File: src/rtl/cpu_types_pkg.sv
// Shared core types: the 32-bit machine word and the fetch controller state encoding.
`default_nettype none

package cpu_types_pkg;

   typedef logic [31:0] word_t;

   typedef enum logic [1:0] {
      RUN   = 2'd0,
      STALL = 2'd1,
      HALT  = 2'd2
   } fetch_state_t;

endpackage

`default_nettype wire

File: src/rtl/redirect_buf.sv
// Redirect priority (branch > jump > pending) and the one-entry buffer that holds a
// redirect until fetch can advance.
`default_nettype none

module redirect_buf
   import cpu_types_pkg::*;
#(
   parameter word_t PC_INIT = 32'h0000_0000
) (
   input  logic  CLK,
   input  logic  RST,
   input  logic  active_i,
   input  logic  adv_i,
   input  logic  br_taken_i,
   input  word_t br_target_i,
   input  logic  jmp_req_i,
   input  word_t jmp_target_i,
   output logic  redir_o,
   output word_t sel_o
);

   logic  pend_v_q,   pend_v_d;
   word_t pend_tgt_q, pend_tgt_d;
   logic  pend_br_q,  pend_br_d;

   logic  w_br;
   logic  w_jmp;

   // Requests arriving while halted are on a dead path and must not touch the buffer.
   assign w_br  = active_i & br_taken_i;
   assign w_jmp = active_i & jmp_req_i;

   assign redir_o = w_br | w_jmp | pend_v_q;
   assign sel_o   = w_br  ? br_target_i  :
                    w_jmp ? jmp_target_i : pend_tgt_q;

   always_comb begin
      pend_v_d   = pend_v_q;
      pend_tgt_d = pend_tgt_q;
      pend_br_d  = pend_br_q;
      if (active_i) begin
         if (redir_o && !adv_i) begin
            // A jump never displaces an older pending branch.
            if (w_br || !pend_v_q) begin
               pend_v_d   = 1'b1;
               pend_tgt_d = sel_o;
               pend_br_d  = w_br;
            end
         end else if (adv_i && redir_o) begin
            pend_v_d = 1'b0;
         end
      end
   end

   always_ff @(posedge CLK) begin
      if (RST) begin
         pend_v_q   <= 1'b0;
         pend_tgt_q <= PC_INIT;
         pend_br_q  <= 1'b0;
      end else begin
         pend_v_q   <= pend_v_d;
         pend_tgt_q <= pend_tgt_d;
         pend_br_q  <= pend_br_d;
      end
   end

endmodule

`default_nettype wire

File: src/rtl/fetch_ctrl.sv
// PC sequencing / fetch enable / flush / sticky halt for the pipelined MIPS core.
// Optional performance counters are built when FETCH_PERF_EN is defined.
`default_nettype none

module fetch_ctrl
   import cpu_types_pkg::*;
#(
   parameter word_t PC_INIT = 32'h0000_0000
`ifdef FETCH_PERF_EN
   ,
   parameter int    CNT_W   = 32
`endif
) (
   input  logic             CLK,
   input  logic             RST,
   input  logic             ihit,
   input  logic             dstall,
   input  logic             br_taken,
   input  logic [31:0]      br_target,
   input  logic             jmp_req,
   input  logic [31:0]      jmp_target,
   input  logic             halt,
   output logic             pc_en,
   output logic             pc_control,
   output logic [31:0]      nxt_pc,
   output logic             imemREN,
   output logic             flush_ifid,
   output logic             flush_idex,
`ifdef FETCH_PERF_EN
   output logic [CNT_W-1:0] perf_stall,
   output logic [CNT_W-1:0] perf_redir,
   output logic [CNT_W-1:0] perf_flush,
`endif
   output logic             halted
);

   fetch_state_t state_q, state_d;

   logic  w_active;
   logic  w_adv;
   logic  w_redir;
   word_t w_sel;

   assign w_active = (state_q != HALT);
   assign w_adv    = w_active & ihit & ~dstall;

   redirect_buf #(
      .PC_INIT (PC_INIT)
   ) u_redirect_buf (
      .CLK          (CLK),
      .RST          (RST),
      .active_i     (w_active),
      .adv_i        (w_adv),
      .br_taken_i   (br_taken),
      .br_target_i  (br_target),
      .jmp_req_i    (jmp_req),
      .jmp_target_i (jmp_target),
      .redir_o      (w_redir),
      .sel_o        (w_sel)
   );

   always_comb begin
      state_d = state_q;
      case (state_q)
         RUN: begin
            if (halt && !br_taken) state_d = HALT;
            else if (!w_adv)       state_d = STALL;
         end
         STALL: begin
            if (halt && !br_taken) state_d = HALT;
            else if (w_adv)        state_d = RUN;
         end
         HALT:    state_d = HALT;
         default: state_d = RUN;
      endcase
   end

   always_ff @(posedge CLK) begin
      if (RST) state_q <= RUN;
      else     state_q <= state_d;
   end

   // Reset masks every output combinationally, independent of the registered state.
   assign pc_en      = ~RST & w_adv;
   assign pc_control = ~RST & w_adv & w_redir;
   assign nxt_pc     = (!RST && w_redir) ? w_sel : PC_INIT;
   assign imemREN    = ~RST & w_active;
   assign flush_ifid = ~RST & w_active & (br_taken | jmp_req);
   assign flush_idex = ~RST & w_active & br_taken;
   assign halted     = ~RST & (state_q == HALT);

`ifdef FETCH_PERF_EN
   localparam logic [CNT_W-1:0] c_one = {{(CNT_W-1){1'b0}}, 1'b1};

   logic [CNT_W-1:0] stall_q, redir_q, flush_q;

   always_ff @(posedge CLK) begin
      if (RST) begin
         stall_q <= '0;
         redir_q <= '0;
         flush_q <= '0;
      end else if (w_active) begin
         if (!w_adv && !(&stall_q))             stall_q <= stall_q + c_one;
         if (w_adv && w_redir && !(&redir_q))   redir_q <= redir_q + c_one;
         if (br_taken && !(&flush_q))           flush_q <= flush_q + c_one;
      end
   end

   assign perf_stall = stall_q;
   assign perf_redir = redir_q;
   assign perf_flush = flush_q;
`endif

endmodule

`default_nettype wire
File: config.mk
export PLATFORM = sky130hd
export DESIGN_NAME = fetch_ctrl
export DESIGN_NICKNAME = d
export VERILOG_FILES = /design/src/rtl/cpu_types_pkg.sv /design/src/rtl/redirect_buf.sv /design/src/rtl/fetch_ctrl.sv
export SDC_FILE = /design/constraint.sdc
export NUM_CORES = 1
export LEC_CHECK = 0
export ABC_AREA = 1
export CAP_MARGIN = 10
export CORE_ASPECT_RATIO = 1.1
export CORE_MARGIN = 8
export CORE_UTILIZATION = 40
export DETAILED_ROUTE_END_ITERATION = 8
export PLACE_DENSITY = 0.76
export SLEW_MARGIN = 10
export SYNTH_ARGS = -nofsm -noshare
export SYNTH_HDL_FRONTEND = slang
export SYNTH_HIERARCHICAL = 1
export SYNTH_SLANG_ARGS = --single-unit
File: constraint.sdc
create_clock -name CLK -period 1.3 [get_ports CLK]
set_input_delay 0.13 -clock CLK [delete_from_list [all_inputs] [get_ports CLK]]
set_output_delay 0.13 -clock CLK [all_outputs]
set_load 0.02 [all_outputs]
**Run 1: placed standard cells**

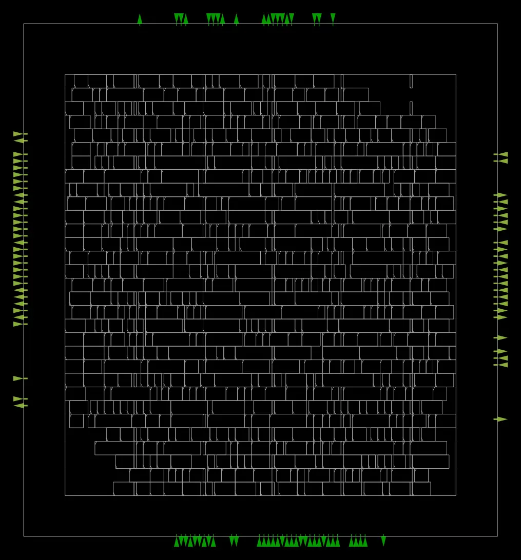
sequential share of cell area: 12.3%
Seq Cell Count: 35
row count: 31
final core utilization: 86.9%
number of non-filler instances in the completed layout: 797

**Run 1: port wiring**

Bar = 20 um.
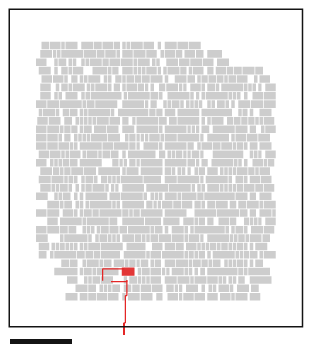
legend:
  red:
    port: pc_control
    bits: 1
    direction: output
    end_cells: 1
    buffers: 1
    wire: 31.4 um

**Run 1: signal wires by layer**

Only two layers are drawn.
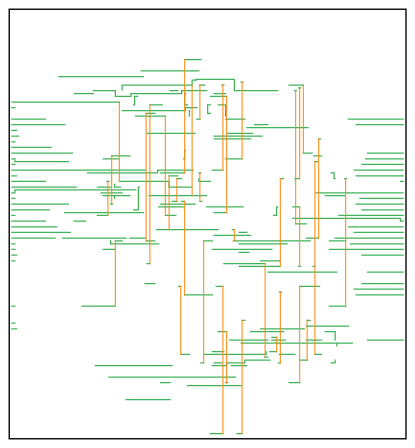
legend:
  orange:
    layer: M4
    wire_length: 728 um
  green:
    layer: M3
    wire_length: 1380 um
average wire per cell in the routed design: 18.2 um
Overall Global Routing Usage: 24.4%
vias after detailed routing: 4207
routed wire length: 14.5 mm

==> flow_summary.yaml, run 1 <==
# implementation run metrics
grt:
  grt.overflow.total: 0
  grt_antenna_before_repair: 0
layout:
  leading_cell_types_in_the_layout_fill_and_taps_excluded: "nand2_1 (133), inv_1 (76), buf_4 (74), clkdlybuf4s50_1 (70)"
  post_route_cell_area_um2: 5730
  lay_top_count: "nand2_1"
  share_of_final_layout_standard_cells_stronger_than_drive_strength_1_pct: 47.3
clock_network:
  cts_hold_buf: 0
  cts_tree: "yes"
  clkSlewWorstSetupHoldPaths_ns: 0.07
  worstSkewPairLatency_ns: 0.30
drt:
  first_pass_iters: 4
  antenna_violating_nets_post_route: 0
  post_drt_via_cell_ratio: 5.28
  top_signal_layer_used: "met4"
  met1Wirelength_mm: 4.97
final_timing:
  fin_ws_ns: -0.507
  grt_setup_unrepaired: "yes"
  setup-tns-final_ns: -27.21
  finalSetupViolCount: 70
  worst_hold_slack_ns: 0.407
  final_max_slew_viol_count: 0
  layout_min_cycle_time_ns: 1.81
  worst_margin_slew_ns: 0.265
  timing.fmax_mhz: 554
  post_layout_period_usage_of_the_worst_path_pct: 139
run_status:
  violated_checks: "setup timing"
  outcome: "finished, violations left"
job:
  openroad.warnings: 29
floorplanning:
  core-area_um2: 6590
  chipWidth_um: 94.8
power:
  combinationalPowerShare_pct: 61.5
  net_sw_power_mw: 2.22
  ir_worst_vdd_mv: 0.573
  power_leakage_nw: 3.01
  power.total_mw: 5.43
placement:
  place_ws_ns: -0.767
  routability_congestion_estimate: 0.841
critical_path:
  worst_setup_path_end_kind: "output port"
  critical_path_class: "flip-flop to output port"
  critical_path_required_ns: 1.17
  timing.critical_path.arrival_ns: 1.68
  timing.critical_path.from_type: "flip-flop"
  path_max_fanout: 8
hold_path:
  min-delay-path-class: "input port to flip-flop"
  min_path_cells: 3
synth:
  ys.warnings.count: 6
==> run 1: cell usage after synthesis <==
| master | count | area (um^2) |
|---|---|---|
| a21oi_2 | 1 | 8.76 |
| buf_1 | 3 | 11.3 |
| buf_2 | 12 | 60.1 |
| buf_8 | 3 | 45.0 |
| clkbuf_1 | 6 | 22.5 |
| dfxtp_1 | 35 | 701 |
| inv_1 | 110 | 413 |
| inv_2 | 2 | 7.51 |
| nand2_1 | 200 | 751 |
| nand2_2 | 2 | 12.5 |
| nand2_4 | 1 | 11.3 |
| nand3_1 | 33 | 165 |
| nand3_2 | 1 | 10.0 |
| nand3_4 | 1 | 17.5 |
| nor2_1 | 76 | 285 |
| nor2_2 | 27 | 169 |
| nor2_4 | 3 | 33.8 |
| o211ai_1 | 1 | 7.51 |
==> run 1: sequential cells by signal, summed over array words and instances (netlist names) <==
signal	cells
state_q	2
u_redirect_buf/pend_tgt_q	32
u_redirect_buf/pend_v_q	1
==> run 1: what timing repair did <==
item	4_1_cts	5_1_grt
gates resized	317	115
buffers inserted	22	17
endpoints found under the setup margin	70	70
gates cloned	10	1
pin swaps	37	41
==> run 1: final timing paths <==
check / startpoint / end / slack [ns]
setup / recovery: state_q[0] / nxt_pc[20] / -0.51
hold / removal: halt / state_q[1] / 0.41
setup reg to reg: state_q[0] / u_redirect_buf/pend_tgt_q[4] / -0.48
hold reg to reg: u_redirect_buf/pend_tgt_q[28] / u_redirect_buf/pend_tgt_q[28] / 0.53
==> run 1: logic make-up (layout without fill, tap and decap cells) <==
logic type / count (synthesis) / in the layout / synth area share, %
AND-OR/OR-AND: 2 / 2 / 0.596
buffers and inverters: 136 / 334 / 20.5
flip-flops: 35 / 35 / 25.7
AND/OR/NAND/NOR: 344 / 344 / 53.3
==> run 1: area by class of cell <==
cell class | count | area, um^2
clock buffer | 7 | 76.3
clock inverter | 1 | 5.00
fill | 297 | 861
inverter | 112 | 435
multi-input combinational | 346 | 2070
sequential | 35 | 703
tap | 82 | 103
timing repair buffer | 214 | 2340
==> run 1: per-layer routing <==
metal | GRT usage [%] | up-vias
li1 | - | 1866
met4 | 11.1 | 0
met5 | 0 | -
met1 | 23.5 | 1986
met2 | 46.9 | 281
met3 | 6.77 | 74
==> run 1: power groups by stage <==
stage                     clock network (mW)  registers [mW]  logic, mW
after floorplan                            0            1.28       1.21
after global placement                     0            1.28       2.06
after detailed placement                   0            1.29       2.10
after CTS                              0.777            1.27       2.75
after global routing                   0.853            1.29       3.51
final                                  0.808            1.28       3.34
==> run 1: critical path, stage by stage, from the launching register on <==
cell,delay (ns)
dfxtp_2,0.32
inv_2,0.06
nand2_4,0.08
nand2_8,0.15
inv_12,0.07
buf_16,0.15
nand2_1,0.07
nand3_1,0.08
nand2_1,0.12
inv_2,0.06
nor2_4,0.11
buf_6,0.12
## Run 2: what changed since run 1
--- a/config.mk
+++ b/config.mk
@@ -12,6 +12,7 @@
 export CORE_UTILIZATION = 40
 export DETAILED_ROUTE_END_ITERATION = 8
 export PLACE_DENSITY = 0.76
+export SKIP_LAST_GASP = 1
 export SLEW_MARGIN = 10
 export SYNTH_ARGS = -nofsm -noshare
 export SYNTH_HDL_FRONTEND = slang
**Run 2: signal wires by layer**

Only two layers are drawn.
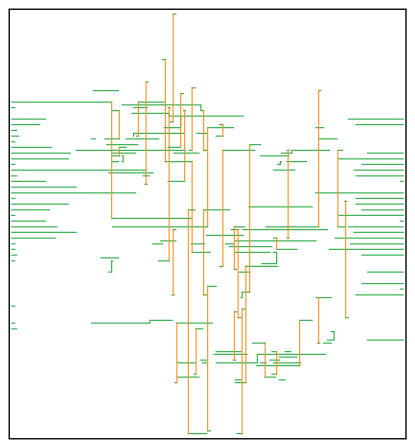
legend:
  orange:
    layer: M4
    wire_length: 711 um
  green:
    layer: M3
    wire_length: 1100 um

**Run 2: metal 2**

Bar = 20 um.
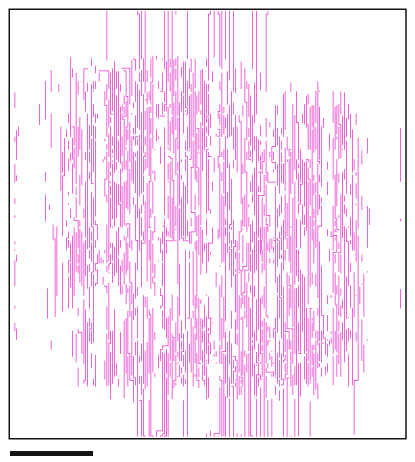
main direction: vertical
nets with wire on the layer: 684
wire length on this layer: 6860 um

==> flow_summary.yaml, run 2 <==
# implementation run metrics
clock_network:
  cts_tree: "yes"
  worstSkewPairLatency_ns: 0.29
  clkSlewWorstSetupHoldPaths_ns: 0.08
  clock_tree.buffer_depth: 2
  cts.root.buffer_cell: "clkbuf_8"
  cts_hold_buf: 0
synth:
  synthTopCellsByCount: "nand2_1 (200), inv_1 (110), nor2_1 (76)"
  most_common_cell: "nand2_1"
  yosys.area_share.aoi_pct: 0.596
  synth.area.mux_share_pct: 0
  ys.warnings.count: 6
  fp_nets: 588
  post_synth_instance_area_um2: 2730
  synthesis.area_per_instance_um2: 5.28
  synth.lib_cells_used.distinct: 18
  synth.cellmix.adderShare_pct: 0
  synth_top_cell_by_area: "nand2_1"
  netlist_instances: 517
  fraction_of_registers_with_async_set_or_reset_after_synthesis_pct: 0
  synth-simple-area-share_pct: 53.3
  seq_area_frac_synth_pct: 25.7
  ys_sh_xor_pct: 0
  enable_flop_cells: 0
  yosys.area.top_type_share_pct: 27.5
  netlist_top_cells_area: "nand2_1 (27%), dfxtp_1 (26%), inv_1 (15%), nor2_1 (10%), nor2_2 (6.2%)"
  synth_chip_area_um2: 2730
  top_logic_kind: "simple AND/OR/NAND/NOR gates"
  yosys_most_used_dff: "dfxtp_1"
critical_path:
  rr_worst_depth: 13
  worst_setup_path_end_kind: "output port"
  crit-reg2reg-capture: "u_redirect_buf/pend_tgt_q[20]"
  timing.critical_path.arrival_ns: 1.76
  timing.critical_path.from_type: "flip-flop"
  critical_path_class: "flip-flop to output port"
  rrSetupSlack_ns: -0.57
  worst_setup_path_startpoint: "state_q[0]"
  critical_path_required_ns: 1.17
  path_max_fanout: 8
  setup.worst_path.end: "nxt_pc[20]"
  timing.rr.start: "state_q[0]"
final_timing:
  post_layout_period_usage_of_the_worst_path_pct: 145
  timing.fmax_mhz: 529
  finalSetupViolCount: 71
  fin_ws_ns: -0.591
  layout_min_cycle_time_ns: 1.89
  worst_hold_slack_ns: 0.407
  final_max_slew_viol_count: 0
  grt_setup_unrepaired: "yes"
  maxSlewHeadroom_pct: 83.9
  worst_margin_slew_ns: 0.241
  setup-tns-final_ns: -30.06
grt:
  grt_antenna_before_repair: 1
  number_of_global_route_vias_before_repair: 4114
  grt.overflow.total: 0
  grt_start_max_net_pins: 18
  gr-usage-all-layers_pct: 23.7
floorplanning:
  fp-utilization_pct: 41.4
  design.die.area_um2: 9730
  fp-row-count: 31
  core-area_um2: 6590
  chipWidth_um: 94.8
job:
  openroad.warnings: 29
  max-cap-violations: 0
layout:
  top_regs: "u_redirect_buf/pend_tgt_q: 32 flops, state_q: 2 flops, u_redirect_buf/pend_v_q: 1 flops"
  lay_top_count: "nand2_1"
  share_of_final_layout_standard_cells_stronger_than_drive_strength_1_pct: 41.8
  largest_register_ffs: 32
  max_flop_register: "u_redirect_buf/pend_tgt_q"
  leading_cell_types_in_the_layout_fill_and_taps_excluded: "nand2_1 (159), inv_1 (76), buf_4 (71), clkdlybuf4s50_1 (70), nor2_1 (51)"
hold_path:
  hp-start: "halt"
  min-delay-path-class: "input port to flip-flop"
drt:
  route.final.wire_length_mm: 13.2
  drt-wirelength-per-cell_um: 16.5
  post_drt_via_cell_ratio: 5.07
  route.vias.total: 4048
  antenna_violating_nets_post_route: 0
  first_pass_iters: 4
power:
  power.total_mw: 5.24
  power_leakage_nw: 2.92
  ir_worst_vdd_mv: 0.518
placement:
  routability_congestion_estimate: 0.841
run_status:
  violated_checks: "setup timing"
  outcome: "finished, violations left"
## run 2: cell counts after synthesis
Identical to the previous run, type by type.
## run 2: stage by stage
step | cells | setup slack, ns | util, % | cell area, um^2
after floorplan | 517 | -0.00190 | - | 2880
after global placement | 741 | -0.758 | 67.4 | 4440
after detailed placement | 741 | -0.767 | 67.4 | 4440
after CTS | 781 | -0.431 | 79.2 | 5220
after global routing | 798 | -0.639 | 84.5 | 5570
final | 798 | -0.591 | 84.5 | 5570
## run 2: worst min path at each step
stage	endpoint	slack (ns)	cells after the start
finish	state_q[1]	0.41	3
global route	state_q[1]	0.43	3
floorplan	state_q[1]	0.26	2
CTS	state_q[1]	0.41	3
global placement	u_redirect_buf/pend_tgt_q[24]	0.50	4
detailed placement	u_redirect_buf/pend_tgt_q[26]	0.51	4
## run 2: logic make-up after synthesis
logic type | Yosys count
AND/OR/NAND/NOR | 344
buffers and inverters | 136
flip-flops | 35
AND-OR/OR-AND | 2
## run 2: repair_timing
item | 4_1_cts | 5_1_grt
gates resized | 304 | 84
hold endpoints to repair | 0 | 0
cloned | 10 | 0
setup buffers | 22 | 18
pin swaps | 37 | 33
setup endpoints to repair | 70 | 70
## run 2: routing by layer
metal,up-vias,part of all wire [%],GRT usage [%]
li1,1865,-,-
met1,1863,34,22.8
met2,244,52,45.7
met3,76,8.4,6.34
met4,0,5.4,10.8
met5,-,0,0
## run 2: cell type report
class	instances	area (um^2)
Multi-Input combinational cell	346	1920
Fill cell	348	1020
Tap cell	82	103
Inverter	112	435
Sequential cell	35	703
Timing Repair Buffer	214	2330
Clock buffer	7	76.3
Clock inverter	1	5.00
Antenna cell	1	2.50
## run 2: critical path, cell delays in order (launching register included)
cell and delay (ns):
dfxtp_2 0.33, inv_2 0.07, nand2_4 0.09, nand2_8 0.14, inv_12 0.06, buf_16 0.13, nand2_1 0.08, nand3_1 0.13
nand2_1 0.15, inv_2 0.06, nor2_4 0.10, buf_6 0.12
## run 2: power breakdown
| group | internal (mW) | switching (mW) | total [mW] | leakage, nW |
|---|---|---|---|---|
| clock | 0.377 | 0.419 | 0.795 | 0.0422 |
| combinational | 1.57 | 1.60 | 3.16 | 2.59 |
| sequential | 1.23 | 0.0547 | 1.28 | 0.291 |
| total | 3.17 | 2.07 | 5.24 | 2.92 |
Power is estimated from default activity; no workload was simulated.
